run_1/drive_strength.png
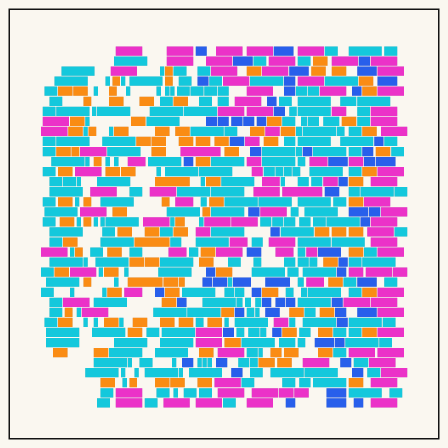
run_1/final_placement.png
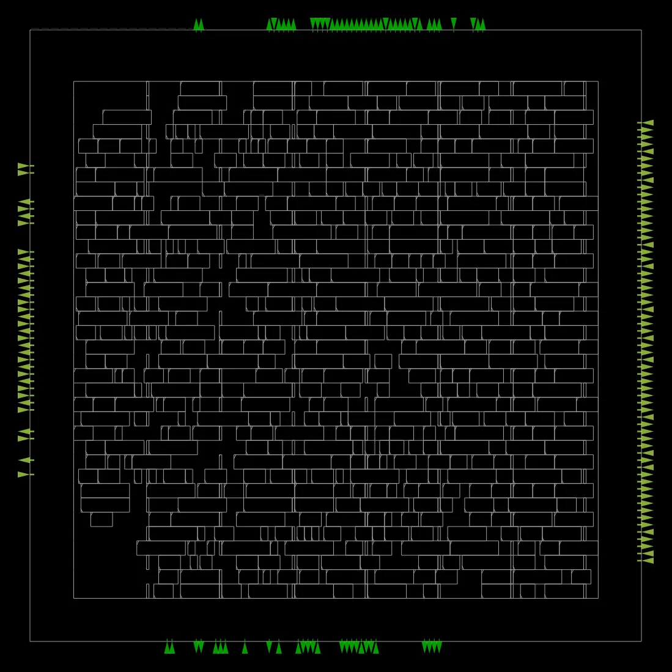
run_1/zoom.png
Window x 77 to 97, y 77 to 97 µm. Cells in gray, sequential cells in the stronger gray; small squares are vias.
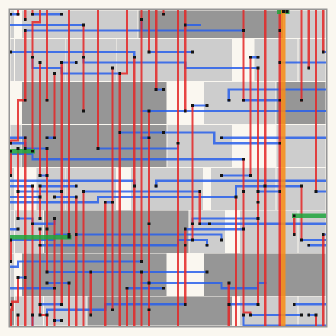
run_1/pins.png
The bar under the picture is 20 µm long. Pins as bars across the die edge, other pins in gray.
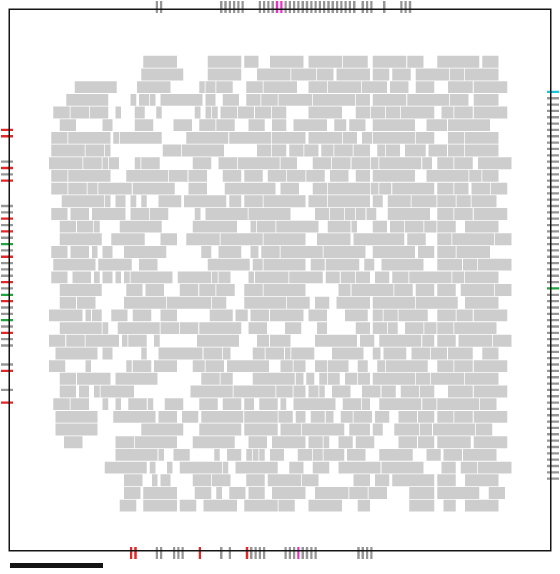
===== src/rtl/cpu_pkg.sv =====
// ============================================================================
// Module   : cpu_pkg
// Purpose  : Shared opcode constants, instruction field positions and the
//            fetch/decode state encoding for the 16-bit CPU pipeline.
// Revision : 1.0 - initial release
// ============================================================================
`default_nettype none

package cpu_pkg;

  localparam int WORD_W = 16;

  localparam logic [3:0] OP_MOV = 4'b1011;
  localparam logic [3:0] OP_MVI = 4'b1100;
  localparam logic [3:0] OP_LDA = 4'b1101;

  localparam int OPC_MSB = 15;
  localparam int OPC_LSB = 12;
  localparam int RD_MSB  = 11;
  localparam int RD_LSB  = 9;
  localparam int RS_MSB  = 8;
  localparam int RS_LSB  = 6;

  typedef enum logic [2:0] {
    FD_FETCH  = 3'd0,
    FD_DECODE = 3'd1,
    FD_IMM    = 3'd2,
    FD_OPND   = 3'd3,
    FD_ISSUE  = 3'd4
  } fd_state_t;

  // MVI and LDA carry a trailing word (immediate or operand address).
  function automatic logic is_two_word(input logic [3:0] opc);
    return (opc == OP_MVI) || (opc == OP_LDA);
  endfunction

endpackage

`default_nettype wire


===== src/rtl/fd_pc_reg.sv =====
// ============================================================================
// Module   : fd_pc_reg
// Purpose  : Program counter with async reset and a modulo-2^16 increment.
// Revision : 1.0 - initial release
// ============================================================================
`default_nettype none

module fd_pc_reg
  import cpu_pkg::*;
#(
  parameter logic [WORD_W-1:0] RESET_PC = 16'h0000
) (
  input  logic              clk,
  input  logic              rst_n,
  input  logic              i_inc,
  output logic [WORD_W-1:0] o_pc
);

  logic [WORD_W-1:0] r_pc;

  // Natural 16-bit overflow gives the FFFF -> 0000 wrap.
  always_ff @(posedge clk or negedge rst_n) begin
    if (!rst_n) begin
      r_pc <= RESET_PC;
    end else if (i_inc) begin
      r_pc <= r_pc + {{(WORD_W-1){1'b0}}, 1'b1};
    end
  end

  assign o_pc = r_pc;

endmodule

`default_nettype wire


===== src/rtl/fetch_decode.sv =====
// ============================================================================
// Module   : fetch_decode
// Purpose  : Instruction fetch/decode stage; assembles one operand bundle per
//            instruction for the addressing-mode stage.
// Revision : 1.0 - initial release
// ============================================================================
`default_nettype none

module fetch_decode
  import cpu_pkg::*;
#(
  parameter logic [WORD_W-1:0] RESET_PC = 16'h0000
) (
  input  logic              clk,
  input  logic              rst_n,
  output logic              mem_req,
  output logic [WORD_W-1:0] mem_addr,
  input  logic [WORD_W-1:0] mem_rdata,
  input  logic              mem_ack,
  output logic [2:0]        rf_raddr1,
  output logic [2:0]        rf_raddr2,
  input  logic [WORD_W-1:0] rf_rdata1,
  input  logic [WORD_W-1:0] rf_rdata2,
  output logic [WORD_W-1:0] op1_data,
  output logic [WORD_W-1:0] op2_data,
  output logic [WORD_W-1:0] op1_regaddr,
  output logic [WORD_W-1:0] op2_regaddr,
  output logic [3:0]        am_opcode,
  output logic              dec_valid,
  input  logic              dec_ready,
  output logic [WORD_W-1:0] pc
);

  fd_state_t               r_state;
  fd_state_t               w_next;
  logic [OPC_MSB:RS_LSB]   r_ir;
  logic [WORD_W-1:0]       r_imm;
  logic [WORD_W-1:0]       r_ldata;
  logic [WORD_W-1:0]       r_rd1;
  logic [WORD_W-1:0]       r_rd2;
  logic                    w_req;
  logic                    w_pc_inc;
  logic [3:0]              w_opc;
  logic [WORD_W-1:0]       w_rd_ext;
  logic [WORD_W-1:0]       w_rs_ext;

  assign w_opc    = r_ir[OPC_MSB:OPC_LSB];
  assign w_rd_ext = {{(WORD_W-3){1'b0}}, r_ir[RD_MSB:RD_LSB]};
  assign w_rs_ext = {{(WORD_W-3){1'b0}}, r_ir[RS_MSB:RS_LSB]};

  fd_pc_reg #(
    .RESET_PC (RESET_PC)
  ) u_pc_reg (
    .clk   (clk),
    .rst_n (rst_n),
    .i_inc (w_pc_inc),
    .o_pc  (pc)
  );

  always_ff @(posedge clk or negedge rst_n) begin
    if (!rst_n) begin
      r_state <= FD_FETCH;
    end else begin
      r_state <= w_next;
    end
  end

  // Every ack-consuming state also drives w_req, so mem_ack is used directly.
  always_comb begin
    w_next   = r_state;
    w_req    = 1'b0;
    w_pc_inc = 1'b0;
    case (r_state)
      FD_FETCH: begin
        w_req = 1'b1;
        if (mem_ack) begin
          w_pc_inc = 1'b1;
          w_next   = FD_DECODE;
        end
      end
      FD_DECODE: begin
        w_next = is_two_word(w_opc) ? FD_IMM : FD_ISSUE;
      end
      FD_IMM: begin
        w_req = 1'b1;
        if (mem_ack) begin
          w_pc_inc = 1'b1;
          w_next   = (w_opc == OP_LDA) ? FD_OPND : FD_ISSUE;
        end
      end
      FD_OPND: begin
        w_req = 1'b1;
        if (mem_ack) begin
          w_next = FD_ISSUE;
        end
      end
      FD_ISSUE: begin
        if (dec_ready) begin
          w_next = FD_FETCH;
        end
      end
      default: begin
        w_next = FD_FETCH;
      end
    endcase
  end

  // Gating with rst_n drops the request the moment reset is asserted.
  assign mem_req   = w_req & rst_n;
  assign mem_addr  = (r_state == FD_OPND) ? r_imm : pc;
  assign dec_valid = (r_state == FD_ISSUE);
  assign rf_raddr1 = r_ir[RD_MSB:RD_LSB];
  assign rf_raddr2 = r_ir[RS_MSB:RS_LSB];

  always_ff @(posedge clk or negedge rst_n) begin
    if (!rst_n) begin
      r_ir    <= '0;
      r_imm   <= '0;
      r_ldata <= '0;
      r_rd1   <= '0;
      r_rd2   <= '0;
    end else begin
      case (r_state)
        FD_FETCH: begin
          if (mem_ack) r_ir <= mem_rdata[OPC_MSB:RS_LSB];
        end
        FD_DECODE: begin
          r_rd1 <= rf_rdata1;
          r_rd2 <= rf_rdata2;
        end
        FD_IMM: begin
          if (mem_ack) r_imm <= mem_rdata;
        end
        FD_OPND: begin
          if (mem_ack) r_ldata <= mem_rdata;
        end
        default: begin
        end
      endcase
    end
  end

  // The bundle is a pure function of registers frozen once ISSUE is reached.
  always_comb begin
    am_opcode   = w_opc;
    op1_data    = r_rd1;
    op2_data    = r_rd2;
    op1_regaddr = w_rd_ext;
    op2_regaddr = w_rs_ext;
    if (w_opc == OP_MVI) begin
      op2_data    = r_imm;
      op2_regaddr = r_imm;
    end else if (w_opc == OP_LDA) begin
      op1_data    = r_ldata;
      op2_data    = '0;
      op1_regaddr = r_imm;
      op2_regaddr = '0;
    end
  end

endmodule

`default_nettype wire


===== config.mk =====
export PLATFORM = sky130hd
export DESIGN_NAME = fetch_decode
export DESIGN_NICKNAME = d
export VERILOG_FILES = /design/src/rtl/cpu_pkg.sv /design/src/rtl/fd_pc_reg.sv /design/src/rtl/fetch_decode.sv
export SDC_FILE = /design/constraint.sdc
export NUM_CORES = 1
export LEC_CHECK = 0
export CAP_MARGIN = 20
export CORE_MARGIN = 8
export CORE_UTILIZATION = 45
export CTS_CLUSTER_SIZE = 25
export DETAILED_ROUTE_END_ITERATION = 8
export GPL_ROUTABILITY_DRIVEN = 0
export PLACE_DENSITY = 0.8
export SLEW_MARGIN = 10
export SYNTH_ARGS = -nofsm -noshare
export SYNTH_HDL_FRONTEND = slang
export SYNTH_SLANG_ARGS = --single-unit

===== constraint.sdc =====
create_clock -name clk -period 2.06 [get_ports clk]
set_input_delay 0.309 -clock clk [delete_from_list [all_inputs] [get_ports clk]]
set_output_delay 0.309 -clock clk [all_outputs]
set_load 0.05 [all_outputs]

==> flow_summary.yaml, run 1 <==
# yosys + openroad results
sta:
  fin_crit_ns: 2.11
  timing.setup.tns_ns: -0.516
  setup_viol: 18
  clock.fmax_ghz: 0.474
  fin_skew_ns: 0.0119
  worst_pin_slew_ns: 0.578
  slew_violations: 0
  post-route-period-util_pct: 102
  setup_slack_ns: -0.0494
worst_setup_path:
  required_ns: 1.75
  worstSetupPathType: "flop to output pin"
  path_cells: "nand3b_1, buf_6, nor2_4, buf_6, and2_4, a21o_4, buf_12"
  end_kind: "output pin"
  startpoint_type: "flop"
  cpPeakStageDelay_ns: 0.42
cts:
  cts-root-buf: "clkbuf_8"
  worstSkewPairLatency_ns: 0.36
  cts_buffers: 9
  cts_tree: "done"
  clockBufferDepth: 2
  htree_levels: 3
  hold_buffers: 0
  post_cts_buffers: 7
layout:
  fin_nets: 605
  insertedDiodeCount: 0
  area_growth_pct: 68.9
  layout_top_cell: "dfrtp_1"
power_and_ir_drop:
  pwr-share-clk_pct: 10.2
  intPower_mw: 7.43
  switchingPower_mw: 6.05
  finalPower_mw: 13.5
  ir_drop_v: 0.000937
  power.leakage_nw: 3.45
  switching_share_pct: 44.9
  share_seq_of_total_power_pct: 24.5
die:
  fp_util_pct: 46.1
  die_w_um: 116
  chip_area_um2: 13400
  io_pins: 160
  core_um2: 9730
logic_synthesis:
  ys_sh_simple_pct: 15.1
  synth-xor-area-share_pct: 2.93
  syn_avg_cell_area_um2: 12.0
  compound_area_share_pct: 4.55
  ys.flops: 93
  synthCells: 375
  synth.area.top_cells: "dfrtp_1 (52%), mux2_2 (22%), nand2_1 (5.1%)"
  syn-cell-area_um2: 4480
  synthArstFlopShare_pct: 100
  ys_types: 39
  ys_sh_mux_pct: 22.6
run_status:
  outcome: "complete, but fails checks"
  violations: "setup timing"
drt:
  drt-vias-per-instance: 5.23
  drt_iter0_markers: 141
  antenna_left: 0
  met2RoutedLength_um: 7330
  wl_met1_um: 5630
  wire_per_inst_um: 21.0
  wl_um: 14500
job:
  openroad.warnings: 28
global_routing:
  grt_max_degree: 94
  met2_usage_pct: 36.2
  track_usage_pct: 21.0
  top_usage_layer: "met2"
  gr-usage-met3_pct: 6.98
  overflow: 0
  grt_pass1_wl_um: 21500
  grt_pass1_vias: 3886
  grt_antenna_before_repair: 0
place:
  dp_cells: 664
  io_buffers: 159
  placed_cell_area_um2: 7020
  dp_hpwl_um: 10300
## Picture notes: drive_strength.png
Key: blue = drive 3 to 4 [cells 69]; cyan = drive 1 or less [cells 272, most used dfrtp_1]; orange = drive 2 [cells 116, most used mux2_2]; magenta = drive 6 and up [cells 100, most used buf_12]

## Picture notes: final_placement.png
fill cell count: 618
sequential share of cell area: 30.8%
row count: 36

## Picture notes: zoom.png
Key: blue = met1; green = met3; red = met2; orange = met4
28 logic cells have their middle in the window. Netlist names of flops here include `u_pc_reg.o_pc` (4), `r_rd2` (3). Most frequent: dfrtp_1 (7), clkdlybuf4s50_1 (4). Sequential cells in the window: 7.

## Picture notes: pins.png
Key: cyan = `clk` [pins 1, direction input, edge right]; magenta = `rf_raddr2` [pins 3, direction output, edge 2 top, 1 bottom]; green = `am_opcode` [pins 4, direction output, edge 3 left, 1 right]; red = `rf_rdata1` [pins 16, direction input, edge 12 left, 4 bottom]
All pins by edge: 62 right, 38 top, 33 left, 27 bottom.

==> run 1: worst paths after layout <==
check | slack, ns | from | cells past startpoint | end
worst max register to register | 0.37 | r_state[0]$_DFFE_PN0P_ | 5 | u_pc_reg.o_pc[12]$_DFFE_PN0P_
worst min register to register | 0.51 | r_rd1[12]$_DFFE_PN0N_ | 1 | r_rd1[12]$_DFFE_PN0N_
max in group asynchronous | 1.63 | rst_n | 2 | r_ir[14]$_DFFE_PN0P_
worst max-delay path | -0.05 | r_ir[13]$_DFFE_PN0P_ | 7 | op2_data[15]
min in group clk | 0.51 | r_rd1[12]$_DFFE_PN0N_ | 1 | r_rd1[12]$_DFFE_PN0N_
worst min-delay path | 0.008 | rst_n | 2 | u_pc_reg.o_pc[0]$_DFFE_PN0P_
==> run 1: state kept, by name, summed over array words and instances (netlist names) <==
signal / flops
r_ir: 10
r_imm: 16
r_rd2: 16
r_rd1: 16
r_ldata: 16
u_pc_reg.o_pc: 16
r_state: 3
==> run 1: through the flow <==
step           util (%)  setup slack, ns
5_1_grt            77.9           -0.121
2_1_floorplan         -           0.0268
3_3_place_gp       72.2            0.159
4_1_cts            77.1          -0.0524
3_5_place_dp       72.2            0.128
6_report           77.9          -0.0494
==> run 1: layout make-up <==
cell class,instances,area [µm²]
clock buffer,10,128
tap,133,166
multi-input combinational,262,2290
sequential,93,2330
inverter,1,3.75
timing repair buffer,185,2560
fill,618,2150
clock inverter,6,93.8
==> run 1: power by group through the flow <==
| stage | Clock, mW | Combinational, mW | Sequential, mW |
|---|---|---|---|
| global placement | 0 | 8.30 | 3.20 |
| detailed placement | 0 | 8.41 | 3.28 |
| finish | 1.37 | 8.81 | 3.30 |
| CTS | 1.40 | 8.76 | 3.27 |
| floorplan | 0 | 4.28 | 3.58 |
| global route | 1.46 | 9.15 | 3.39 |
==> run 1 -> run 2 <==
--- a/config.mk
+++ b/config.mk
@@ -15,4 +15,6 @@
 export SLEW_MARGIN = 10
 export SYNTH_ARGS = -nofsm -noshare
 export SYNTH_HDL_FRONTEND = slang
+export SYNTH_HIERARCHICAL = 1
 export SYNTH_SLANG_ARGS = --single-unit
+export TNS_END_PERCENT = 50
==> run 2 against run 1 <==
Net effect: the flow still finishes with violations (setup timing); sequential share of layout area decreased by 0.43 points; hold slack gained 0.031 ns; synthesized area up 1.5%; via count fell by 2.5%; critical endpoint is now op1_data[14]; largest cell class unchanged.
==> flow_summary.yaml, run 2 <==
# yosys + openroad results
layout:
  n_all_buffers: 187
  ff_count: 93
  area_growth_pct: 68.6
  logic_area_um2: 2270
  layout.nonclk_buf_share_pct: 34.7
  fill_cells: 588
  logic_gate_count: 220
  fin_nets: 567
  largestClassByArea: "non-clock buffers"
  inv_count: 3
  clk_share_pct: 3.11
sta:
  setup_viol: 31
  fin_crit_ns: 2.11
  post-route-period-util_pct: 102
  setup_slack_ns: -0.0472
  fin_skew_ns: 0.0107
run_status:
  violations: "setup timing"
  outcome: "complete, but fails checks"
cts:
  cts_tree: "done"
  cts-root-buf: "clkbuf_8"
place:
  placed_cell_area_um2: 7110
worst_setup_path:
  path_cells: "nand3b_1, nor2_4, buf_6, mux2_4, buf_8"
  worstSetupPathType: "flop to output pin"
die:
  chip_area_um2: 13600
global_routing:
  met2_usage_pct: 36.9
  grt_max_degree: 94
  grt_pass1_wl_um: 21700
  track_usage_pct: 21.3
logic_synthesis:
  ys_sh_simple_pct: 10.6
  ys_sh_mux_pct: 27.5
  syn-cell-area_um2: 4550
  synthCells: 334
  compound_area_share_pct: 4.37
drt:
  wl_met1_um: 5810
  met2RoutedLength_um: 7490
power_and_ir_drop:
  maxPowerGroup: "combinational logic"
  power.leakage_nw: 3.52
  pwr-share-clk_pct: 10.8
  p_comb_mw: 8.65
==> run 2: cell types whose count changed in the layout (fill, tap and decap cells not counted), moves of 4 or more <==
cell             before  now
buf_8                 0   11
and3_4                0   18
buf_4                24   20
nand2_2              15    0
and2_1                4    0
mux2_4                0   16
buf_6                11    4
clkdlybuf4s50_1      73   69
a21o_2                0   11
a21o_4               13    2
and3_1                4    9
nand2_1              46    6
and2_4               24    0
==> run 2: kinds of logic after synthesis <==
family                     Yosys count
adders and majority gates            1
xor gates and xnor gates            15
and+or+nand+nor                     69
AOI/OAI and AO/OA                   26
DFF                                 93
muxes                              109
buffers and inverters               21
==> run 2: per-stage QoR <==
stage	utilization (%)	setup WS [ns]
2_1_floorplan	-	-0.0210
3_3_place_gp	72.5	0.0649
3_5_place_dp	72.5	0.0502
4_1_cts	76.0	-0.123
5_1_grt	78.2	-0.131
6_report	78.2	-0.0472
==> run 2: timing repair <==
| action | in CTS | in global routing |
|---|---|---|
| pin swaps | 1 | 3 |
| setup buffers | 2 | 7 |
| gates resized | 30 | 41 |
| endpoints found under the setup margin | 55 | 72 |
| gates cloned | 1 | 0 |
==> run 2: worst paths after layout <==
path                                   startpoint  cells past startpoint                       endpoint
setup / recovery             r_ir[13]$_DFFE_PN0P_                      5                   op1_data[14]
hold / removal                              rst_n                      2         r_ldata[2]$_DFFE_PN0P_
setup reg to reg           r_state[2]$_DFFE_PN0P_                      6  u_pc_reg/o_pc[15]$_DFFE_PN0P_
hold reg to reg              r_rd1[8]$_DFFE_PN0N_                      1           r_rd1[8]$_DFFE_PN0N_
max in group asynchronous                   rst_n                      2         r_state[0]$_DFFE_PN0P_
min in group clk             r_rd1[8]$_DFFE_PN0N_                      1           r_rd1[8]$_DFFE_PN0N_
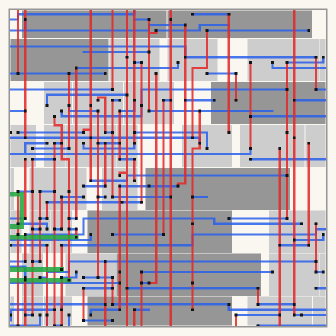
run_2/zoom.png
Window x 77 to 97, y 77 to 97 µm. Cells in gray, sequential cells in the stronger gray; small squares are vias.
Key: red = met2; blue = met1; green = met3
Netlist names of flops here include `u_pc_reg/o_pc` (8). 31 logic cells have their middle in the window. Most frequent: dfrtp_1 (8), nand2_1 (4). Sequential cells in the window: 8.

Power figures rest on the tool's default switching activity, not on a simulated workload.
